File: src/rtl/plat_scheduler.sv
`timescale 1ns/1ps
// plat_scheduler: frame-synchronous sequencer for the platform slot field.
// Each frame_clk (VGA_VS) rising edge walks every slot once, scrolling it down.
// Slots that fall past the bottom row are recycled to the top with a
// pseudo-random X and a difficulty-based colour. The recycle count is the
// score source. Slot state is exported through a registered read port.
// Optional build macro: PLAT_OVERRUN_EN enables the sticky missed-frame flag.

module plat_scheduler #(
   parameter int NUM_PLATS = 16,
   parameter int SPACING   = 30,
   parameter int Y_MAX     = 479,
   parameter int X_MAX     = 400,
   parameter int DIFF1     = 64,
   parameter int DIFF2     = 256
) (
   input  logic        Clk,
   input  logic        Reset_n,
   input  logic        frame_clk,
   input  logic [7:0]  scroll,
   input  logic        init,
   input  logic [3:0]  rd_idx,
   output logic [8:0]  rd_x,
   output logic [8:0]  rd_y,
   output logic [2:0]  rd_color,
   output logic        busy,
   output logic        frame_done,
   output logic [19:0] respawn_cnt,
   output logic [1:0]  difficulty,
   output logic        overrun
);

   localparam int IDX_W = (NUM_PLATS > 1) ? $clog2(NUM_PLATS) : 1;
   localparam int WRAP  = NUM_PLATS * SPACING;
   localparam logic [IDX_W-1:0] LAST = IDX_W'(NUM_PLATS - 1);

   typedef enum logic [1:0] {S_IDLE, S_INIT, S_SCAN, S_DONE} state_t;

   // Fold the 9-bit random value into [0, X_MAX); valid because X_MAX >= 256.
   function automatic logic [8:0] spawn_x(input logic [15:0] l);
      logic [8:0] r;
      r = l[8:0];
      if (r >= 9'(X_MAX)) return r - 9'(X_MAX);
      else                return r;
   endfunction

   // Harder levels mix in blue (and at level 2 brown) platforms.
   function automatic logic [1:0] spawn_color(input logic [15:0] l, input logic [1:0] d);
      logic [1:0] c;
      c = 2'd0;
      if (d != 2'd0 && l[1:0] == 2'd0)      c = 2'd1;
      else if (d == 2'd2 && l[1:0] == 2'd1) c = 2'd2;
      return c;
   endfunction

   function automatic logic [19:0] sat_inc(input logic [19:0] c);
      return (c == 20'hFFFFF) ? c : c + 20'd1;
   endfunction

   state_t           state;
   logic [IDX_W-1:0] idx;
   logic [7:0]       scroll_q;
   logic             pending;
   logic             boot_q;
   logic             fe_q;
   logic [15:0]      lfsr;
   logic [8:0]       x_mem [NUM_PLATS];
   logic [8:0]       y_mem [NUM_PLATS];
   logic [1:0]       c_mem [NUM_PLATS];

   logic             frame_edge;
   logic [9:0]       ny;
   logic             recycle;
   logic [8:0]       init_y;
   logic [8:0]       spawn_xv;
   logic [1:0]       spawn_cv;
   logic             rd_hit;

   assign frame_edge = frame_clk & ~fe_q;
   assign ny         = {1'b0, y_mem[idx]} + {2'b00, scroll_q};
   assign recycle    = (ny > 10'(Y_MAX));
   assign init_y     = 9'(int'(idx) * SPACING);
   assign spawn_xv   = spawn_x(lfsr);
   assign spawn_cv   = spawn_color(lfsr, difficulty);
   assign rd_hit     = ({28'd0, rd_idx} < 32'(NUM_PLATS));
   assign difficulty = (respawn_cnt >= 20'(DIFF2)) ? 2'd2 :
                       (respawn_cnt >= 20'(DIFF1)) ? 2'd1 : 2'd0;

   // Frame edge detector and free-running Fibonacci LFSR (taps 16,14,13,11)
   always_ff @(posedge Clk or negedge Reset_n) begin
      if (!Reset_n) begin
         fe_q <= 1'b0;
         lfsr <= 16'hACE1;
      end else begin
         fe_q <= frame_clk;
         lfsr <= {lfsr[14:0], lfsr[15] ^ lfsr[13] ^ lfsr[12] ^ lfsr[10]};
      end
   end

   // Control FSM: boot/init layout, per-frame scan, slot storage and recycle count
   always_ff @(posedge Clk or negedge Reset_n) begin
      if (!Reset_n) begin
         state       <= S_IDLE;
         boot_q      <= 1'b1;
         idx         <= '0;
         scroll_q    <= '0;
         pending     <= 1'b0;
         busy        <= 1'b0;
         frame_done  <= 1'b0;
         respawn_cnt <= '0;
         for (int i = 0; i < NUM_PLATS; i++) begin
            x_mem[i] <= '0;
            y_mem[i] <= '0;
            c_mem[i] <= '0;
         end
      end else begin
         frame_done <= 1'b0;
         // An edge arriving mid-walk is remembered once; init below overrides it.
         if (state != S_IDLE && frame_edge)
            pending <= 1'b1;
         case (state)
            S_IDLE: begin
               if (init || boot_q) begin
                  boot_q  <= 1'b0;
                  pending <= 1'b0;
                  idx     <= '0;
                  busy    <= 1'b1;
                  state   <= S_INIT;
               end else if (frame_edge || pending) begin
                  scroll_q <= scroll;
                  pending  <= 1'b0;
                  idx      <= '0;
                  busy     <= 1'b1;
                  state    <= S_SCAN;
               end
            end
            S_INIT: begin
               respawn_cnt <= '0;
               if (init) begin
                  idx     <= '0;
                  pending <= 1'b0;
               end else begin
                  y_mem[idx] <= init_y;
                  x_mem[idx] <= spawn_xv;
                  c_mem[idx] <= 2'd0;
                  if (idx == LAST) begin
                     busy  <= 1'b0;
                     state <= S_IDLE;
                  end else begin
                     idx <= idx + 1'b1;
                  end
               end
            end
            S_SCAN: begin
               if (init) begin
                  idx     <= '0;
                  pending <= 1'b0;
                  state   <= S_INIT;
               end else begin
                  if (recycle) begin
                     y_mem[idx]  <= 9'(ny - 10'(WRAP));
                     x_mem[idx]  <= spawn_xv;
                     c_mem[idx]  <= spawn_cv;
                     respawn_cnt <= sat_inc(respawn_cnt);
                  end else begin
                     y_mem[idx] <= ny[8:0];
                  end
                  if (idx == LAST) begin
                     frame_done <= 1'b1;
                     state      <= S_DONE;
                  end else begin
                     idx <= idx + 1'b1;
                  end
               end
            end
            S_DONE: begin
               if (init) begin
                  idx     <= '0;
                  pending <= 1'b0;
                  state   <= S_INIT;
               end else begin
                  busy  <= 1'b0;
                  state <= S_IDLE;
               end
            end
            default: begin
               busy  <= 1'b0;
               state <= S_IDLE;
            end
         endcase
      end
   end

`ifdef PLAT_OVERRUN_EN
   // Sticky flag: a frame edge arrived while another was already waiting
   always_ff @(posedge Clk or negedge Reset_n) begin
      if (!Reset_n)
         overrun <= 1'b0;
      else if (state == S_INIT)
         overrun <= 1'b0;
      else if (frame_edge && pending)
         overrun <= 1'b1;
   end
`else
   assign overrun = 1'b0;
`endif

   // Registered read port; a same-cycle write is seen one read later
   always_ff @(posedge Clk or negedge Reset_n) begin
      if (!Reset_n) begin
         rd_x     <= '0;
         rd_y     <= '0;
         rd_color <= '0;
      end else if (rd_hit) begin
         rd_x     <= x_mem[rd_idx[IDX_W-1:0]];
         rd_y     <= y_mem[rd_idx[IDX_W-1:0]];
         rd_color <= {1'b0, c_mem[rd_idx[IDX_W-1:0]]};
      end else begin
         rd_x     <= '0;
         rd_y     <= '0;
         rd_color <= '0;
      end
   end

endmodule

File: config.mk
export PLATFORM = sky130hd
export DESIGN_NAME = plat_scheduler
export DESIGN_NICKNAME = d
export VERILOG_FILES = /design/src/rtl/plat_scheduler.sv
export SDC_FILE = /design/constraint.sdc
export NUM_CORES = 1
export LEC_CHECK = 0
export ABC_AREA = 1
export CAP_MARGIN = 40
export CORE_AREA = 2 2 196 198
export CTS_BUF_LIST = sky130_fd_sc_hd__clkbuf_8 sky130_fd_sc_hd__clkbuf_16
export CTS_CLUSTER_SIZE = 8
export DETAILED_ROUTE_END_ITERATION = 6
export DIE_AREA = 0 0 198 200
export HOLD_SLACK_MARGIN = 0.08
export MAX_ROUTING_LAYER = met4
export PLACE_DENSITY_LB_ADDON = 0.12
export RECOVER_POWER = 25
export SKIP_LAST_GASP = 1
export SLEW_MARGIN = 20
export SYNTH_ARGS = -nofsm -noshare
export SYNTH_HDL_FRONTEND = slang
export SYNTH_SLANG_ARGS = --single-unit
File: constraint.sdc
create_clock -name Clk -period 3.3 [get_ports Clk]
set_input_delay 0.66 -clock Clk [delete_from_list [all_inputs] [get_ports Clk]]
set_output_delay 0.66 -clock Clk [all_outputs]
set_load 0.01 [all_outputs]
**Run 1: wires at chosen ports, followed through buffers**

Scale: 2 px per um.
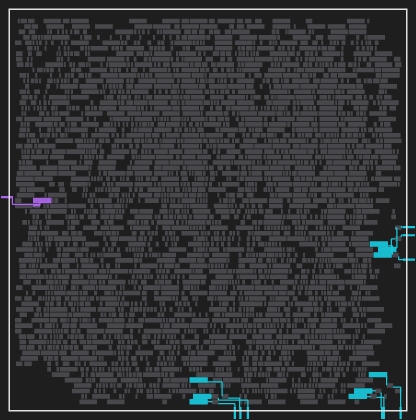
frame_done -> purple  # direction output, edge west, end cells 1, buffers 1, wire 28.8 um
rd_y -> cyan  # direction output, edge 6 south, 3 east, end cells 9, buffers 9, wire 138 um
number of top-level pins: 62
I/O Buffers: 59

**Run 1: sequential cells grouped by signal name**

Scale: 1.5 px per um. Other sequential cells in the stronger gray, the rest of the logic in the fainter gray.
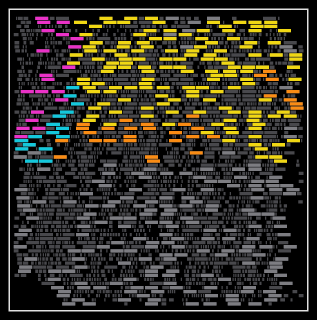
x_mem -> yellow  # placed flops 144
lfsr -> cyan  # placed flops 16, where west
c_mem -> orange  # placed flops 32, where a band across the middle
respawn_cnt -> magenta  # placed flops 20, where north-west
not colored = 183
Seq group: 5.79 mW
area taken by flip-flops and latches: 0.00990 mm^2
utilization after layout: 73.4%
sequential cell area share: 36.1%

**Run 1: gate-type map**

Scale: 2 px per um.
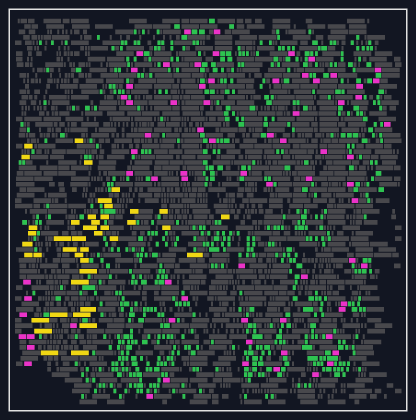
mux cells -> magenta  # cells 73, most used mux2i_1, where widely spread
aoi and oai cells -> green  # cells 642, most used o21ai_0, where widely spread
fa/ha/maj cells -> yellow  # cells 42, most used ha_1, where west
logic share of the area: 40.8%
number of standard cells in the layout, taps in and fillers out: 3307

**Run 1: the clock network**

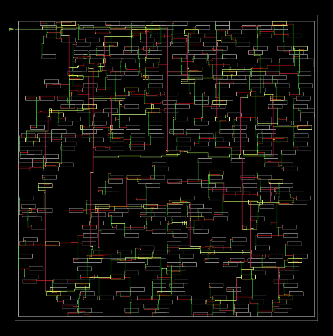
Clock net power: 5.03 mW
number of clock buffers inserted by TritonCTS: 55

==> run notes, run 1 <==
The run has ended; figures from its reports follow.

The flow ran to the end, but the final reports show violations. The checks that failed: capacitance limit, slew limit, setup timing. The final max-slew violation count is 61.

The launch point of the worst min-delay path is recorded as lfsr[9]$_DFF_PN0_. The root buffer cell chosen for the clock tree is sky130_fd_sc_hd__clkbuf_16. In the CTS report, the clock slew at the register clock pins of the worst setup and hold paths is listed as 0.05 ns. The post-placement cell count came out at 3145. The highest supply drop recorded on VDD is 0.000925 V. By area the synthesized netlist is led by sky130_fd_sc_hd__dfrtp_1, sky130_fd_sc_hd__nand2_1, sky130_fd_sc_hd__o21ai_0. The layout has 55 clock buffers. The total congestion overflow is 0. For this run, the leading register cell type out of synthesis is sky130_fd_sc_hd__dfrtp_1. The number of global-route vias before repair came out at 18700.

According to the tapcell log, the count of inserted taps is 511. The HPWL after detailed placement is 41500 um. The count of nets left with antenna violations after detail routing came out at 0.

The number of logic gates is 1852. The fraction of the mapped netlist area in adder cells is 2.74%. The H-tree depth is 2.

The slew at the pin with the worst max-slew slack is 1.93 ns. After routing the design area is 0.0275 mm^2. In this run the worst setup path terminates at x_mem[76]$_DFFE_PN0P_.

The group that draws the most power in this run is combinational cells. In this run the most used layer during global routing was met2. In the final report, the number of endpoints failing setup comes to 260. The TritonCTS clock tree is done.

The smallest setup slack after layout came out at -0.326 ns. The routed length on met1 came out at 29000 um. In this run the cell area measured after placement is 0.0228 mm^2. The pin count of the biggest net entering global routing came out at 83. The number of signal-net inverters in the final layout came out at 196. The mux share of post-synthesis cell area is 3.55%.

The number of max-cap violations is 1. Per STA, the startpoint of the critical path is idx[1]$_DFFE_PN0P_. The flow reported a cell area power density of 852 mW/mm^2. The initial antenna violation count is 3. Per the detail_route report, DRC violations left total 0. The buffer and inverter count on the worst path came out at 8. The detailed-routing iteration count for the pre-antenna-repair pass came out at 6. The maximum buffer depth of the clock tree is 3.

The final layout contains routed wiring with a total length of 72300 um. The width of the die is 198 um. According to the finish report, the design has a final net count of 2833. The sum of negative setup slack is -60.83 ns. Of the synthesized area, sequential elements account for 47.6%. The cell count along the critical path is 23.

Based on the critical path, the design can be clocked at up to 276 MHz. The gate count after technology mapping came out at 2602. The weighted congestion at the end of routability-driven global placement is 0.920.

The worst hold margin is 0.362 ns. STA classifies the critical path endpoint as a flip-flop. The max-slew check reports its worst relative slack as -28.8%. Per the final layout report, the fraction of cells sized above drive strength 1 comes to 23.2%. The routed via count divided by cell count came out at 6.13. The critical-path maximum fanout came out at 10.
==> run 1 -> run 2 <==
--- a/config.mk
+++ b/config.mk
@@ -7,11 +7,11 @@
 export LEC_CHECK = 0
 export ABC_AREA = 1
 export CAP_MARGIN = 40
-export CORE_AREA = 2 2 196 198
+export CORE_AREA = 2 2 226 172
 export CTS_BUF_LIST = sky130_fd_sc_hd__clkbuf_8 sky130_fd_sc_hd__clkbuf_16
 export CTS_CLUSTER_SIZE = 8
 export DETAILED_ROUTE_END_ITERATION = 6
-export DIE_AREA = 0 0 198 200
+export DIE_AREA = 0 0 228 174
 export HOLD_SLACK_MARGIN = 0.08
 export MAX_ROUTING_LAYER = met4
 export PLACE_DENSITY_LB_ADDON = 0.12
**Run 2: gate-type map**

Scale: 1.5 px per um.
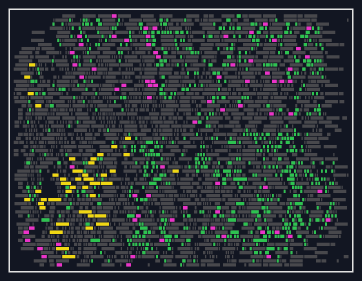
mux cells -> magenta  # cells 73, most used mux2i_1, where widely spread
aoi and oai cells -> green  # cells 642, most used o21ai_0, where widely spread
fa/ha/maj cells -> yellow  # cells 42, most used ha_1
Commonest Layout Cell: sky130_fd_sc_hd__nand2_1
number of standard cells in the layout, taps in and fillers out: 3347
logic share of the area: 40.9%

**Run 2: wires at chosen ports, followed through buffers**

Scale: 2 px per um.
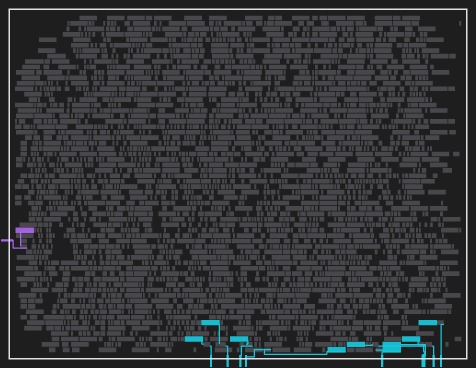

**Run 2: the clock network**

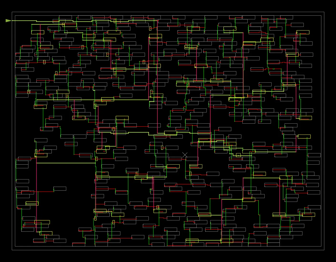
Clock buffer cells: 55
clock skew after layout: 0.0164 ns
Clock net power: 5.16 mW
Skew-Pair Late Insertion Delay: 0.59 ns
flop count: 395

==> run notes, run 2 <==
The run has ended; figures from its reports follow.

The width of the die is 228 um (was 198 um). The final max-slew violation count is 64 (was 61). The count of unresolved DRC violations after routing is 1 (was 0). The number of max-cap violations came out at 1 (unchanged). The total setup violations reported at the end of the flow came out at 269 (was 260). The summed area of non-filler cells in the final layout is 0.0279 mm^2 (was 0.0275 mm^2). The most used flip-flop cell is sky130_fd_sc_hd__dfrtp_1 (unchanged).

The initial antenna violation count came to 1 (was 3). The clock root buffer is sky130_fd_sc_hd__clkbuf_16 (unchanged). The peak ir drop on the vdd network is 0.000749 V (was 0.000925 V). Outcome: finished with violations (unchanged).

The utilization of the core after routing came to 74.0% (was 73.4%). The smallest setup slack after layout came to -0.238 ns (was -0.326 ns). The detailed-routing iteration count for the pre-antenna-repair pass came to 7 (was 6). The start point of the critical path is idx[0]$_DFFE_PN0P_ (was idx[1]$_DFFE_PN0P_). The routed via count divided by cell count is 6.17 (was 6.13).

Synth area leaders: sky130_fd_sc_hd__dfrtp_1, sky130_fd_sc_hd__nand2_1, sky130_fd_sc_hd__o21ai_0 (unchanged). The fraction of the mapped netlist area in adder cells came to 2.74% (unchanged). The weighted congestion at the end of routability-driven global placement is 0.947 (was 0.920).

The maximum achievable frequency is 283 MHz (was 276 MHz). The cell count along the critical path came out at 24 (was 23). The share of the yosys chip area belonging to registers is 47.6% (unchanged). The number of logic gates is 1850 (was 1852). Failing checks: DRC, capacitance limit, slew limit, setup timing (was capacitance limit, slew limit, setup timing). The final-stage net count is 2870 (was 2833). The power in sequential cells came to 5.80 mW (was 5.79 mW).

The post-detailed-routing wire length came out at 73800 um (was 72300 um). The placed wire-length estimate after detailed placement came out at 43300 um (was 41500 um). The count of buffers from port buffering is 59 (unchanged).

The number of tapcells was 512 (was 511). The layer with the highest usage after global routing is met1 (was met2). The routed length on met1 is 30200 um (was 29000 um). The number of signal-net inverters in the final layout is 195 (was 196). The critical-path maximum fanout is 7 (was 10). The biggest power consumer among the groups is combinational cells (unchanged).
Power and IR drop assume default switching activity.
